==> images/layer_met3.png <==
Scale: 1.5 px per µm. Cells faint in the background.
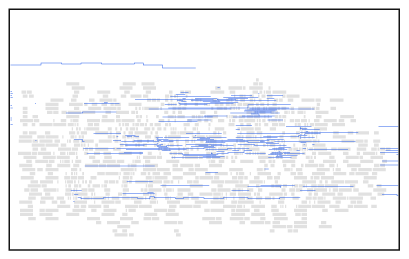
==> images/clocks.png <==
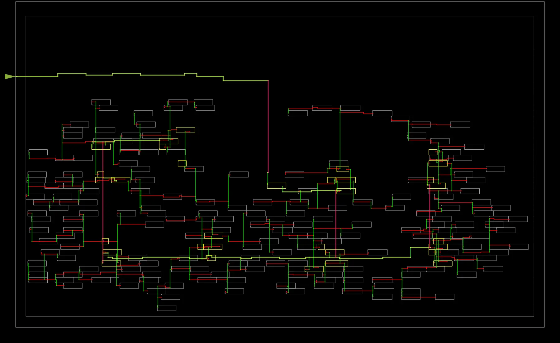
Design pwm_multi, sky130hd; sources not shown.
==> results.toml <==
# flow metrics
[run_status]
status = "completed"

[floorplanning]
die_h_um = 159
n_tap_cell = 504
coreArea_mm2 = 0.0366
die_area_mm2 = 0.0413
die_w_um = 259
fp_util_pct = 30.5
fp-row-count = 54
io_pins = 28

[layout]
n_fill_cell = 3599
flop_area_mm2 = 0.00470
logic_gate_count = 679
inv_count = 81
final_layout_top_logic_cells = "dfrtp_1 (150), mux2_2 (129), ha_1 (82)"
buffers = 59
synthToLayoutAreaGrowth_pct = 14.2
fin_nets = 1129
num-clock-buffers = 18
biggestCellCategory = "multi-input combinational cells"
lay_top_count = "dfrtp_1"
seq-cell-share_pct = 36.9
buffer_area_share_pct = 4.33
comb_share_pct = 46.8
layout-drive-gt1-share_pct = 28.5
num_antenna_cells = 0
logic_area_mm2 = 0.00596
n_sequential_cell = 186
clock_area_share_pct = 4.67
fin_cells = 1541

[place]
placed_cells = 1509
port_buffers = 27
gp_congestion = 0.938
dp_hpwl_mm = 21.5
dp_worst_setup_slack_ps = 206

[clock_tree]
post_cts_resize_count = 0
clockRootBuffer = "clkbuf_16"
cts_hold_buf = 0
htree_levels = 4
cts.sinks = 186
cts_tree = "done"
clockBufferDepth = 2
post-cts-setup-buffer-count = 0
path_clk_slew_ps = 80

[logic_synthesis]
ys_ff = 186
synthTopLogicFamily = "multiplexers"
synthArstFlopShare_pct = 100
ys_sh_adder_pct = 9.19
avgSynthCellArea_um2 = 11.2
syn_nets = 1099
yosys.area_share.simple_pct = 11.2
synth_cells = 994
netlist_area_mm2 = 0.0112
mux_share_pct = 17.7
flop_cell = "dfrtp_1"
aoi_share_pct = 10.9
ys_seq_share_pct = 42.1
ys_cells = 994
ys_area_mm2 = 0.0112
yosysUniqueCellTypes = 77
synth_warnings = 6
synth.cellmix.xorXnorShare_pct = 3.84
edf_count = 0

[final_timing]
finalCritPeriodShare_pct = 96.2
period_needed_ps = 5100
worst_slew_pin_slew_ps = 1060
fin_ws_ps = 202
fin_setup_tns_ps = 0
grt_setup_unrepaired = "no"
slew_viol_final = 0
max_freq_ghz = 0.196
hold_viol = 0
slew_headroom_pct = 29.4
setup_viol = 0
hold_slack_ps = 30.1

[critical_path]
critPathBufInv = 2
crit_type = "flop to flop"
ff2ff_path_depth = 19
cp_max_fo = 14
crit_path_end_kind = "flop"
slowest_stage = "or4_1"
arrival_ps = 5440
cp.depth = 19
cp_slowest_stage_delay_ps = 710
critPathTopFamily = "simple AND/OR/NAND/NOR gates"
rrSetupSlack_ps = 200
start_kind = "flop"
crit_chain = "or4_1, nor3_2, a31oi_4, ha_1, nand2b_1, buf_4, nor2_1, xnor2_1, ha_1, nand3_1, o31ai_4, o21ai_0, a311oi_4, nor2_1, a21oi_1, o21a_1, nand2b_4, buf_4, mux2_2"
critPathRequiredTime_ps = 5640

[routing]
ant_nets = 0
drtPass1Iterations = 5
first_iter_violations = 724
drc_errors = 0
wl_per_cell_um = 19.5
viasPerCell = 5.17

[global_routing]
grt_remaining_overflow = 0
grt_usage_pct = 14.7
grt_max_degree = 137
antenna_found_initial = 0
grt_pass1_wl_mm = 47.6
grt_pass1_vias = 8068

[pwr]
p_per_area_mw_per_mm2 = 518
max-vdd-ir-drop_mv = 0.336
power.total_mw = 6.60
p_leak_nw = 5.52

[worst_hold_path]
hold_path_class = "input pin to async pin"

[job]
cap_viol_max_count = 0
stage_log_warnings = 33
About layer_met3.png:
nets with wire on the layer: 119
longest straight run: 70.4 µm
main direction: horizontal
wire length on this layer: 2740 µm
via count: 7969
Global Route met3 Usage: 4.11%
WL final: 30.1 mm

About clocks.png:
worst skew pair latency: 450 ps
clk_skew: 8.48 ps
TritonCTS Buffers: 17

stage by stage:
stage	utilization (%)	cell area [µm²]
6_report	34.9	12700
5_1_grt	34.9	12700
4_1_cts	34.7	12700
3_5_place_dp	33.1	12100
3_3_place_gp	33.1	12100
2_1_floorplan	-	11200
per-layer routing:
metal,part of all wire [%],vias up,track usage [%]
li1,-,3654,-
met1,52,3953,24.2
met2,38,334,18.5
met3,9.1,28,4.11
met4,1.0,0,2.92
met5,0,-,0
synth_stat cells (3+ instances only):
cell / n / area (µm²)
or3_1: 9 / 56.3
dfrtp_1: 150 / 3750
mux2_4: 31 / 465
nor2_1: 40 / 150
inv_1: 81 / 304
a21oi_1: 29 / 145
nor3_2: 3 / 30.0
a2111oi_0: 5 / 43.8
ha_1: 82 / 1030
dfstp_2: 36 / 946
nor3_1: 37 / 185
xnor2_1: 32 / 280
nand4_1: 13 / 81.3
a211oi_1: 4 / 30.0
a31oi_1: 4 / 25.0
o21a_1: 11 / 82.6
o211ai_1: 9 / 67.6
nand2_1: 45 / 169
o2111ai_1: 4 / 35.0
o31ai_1: 4 / 30.0
or4_1: 4 / 30.0
buf_1: 6 / 22.5
nor2b_1: 5 / 31.3
buf_6: 3 / 33.8
xor2_1: 17 / 149
nor4_1: 14 / 87.6
a41oi_1: 4 / 35.0
buf_2: 11 / 55.1
clkbuf_1: 23 / 86.3
a21o_1: 9 / 67.6
o21ai_0: 33 / 165
mux2_2: 129 / 1450
nand2b_1: 18 / 113
o311a_1: 11 / 110
nand3_1: 16 / 80.1
a221oi_1: 4 / 35.0
mux2_1: 5 / 56.3
power by group:
group / total [mW] / internal (mW) / switching [mW]
Clock: 1.32 / 0.682 / 0.640
Combinational: 2.94 / 1.31 / 1.63
Sequential: 2.34 / 1.90 / 0.432
Power is estimated from default activity; no workload was simulated.
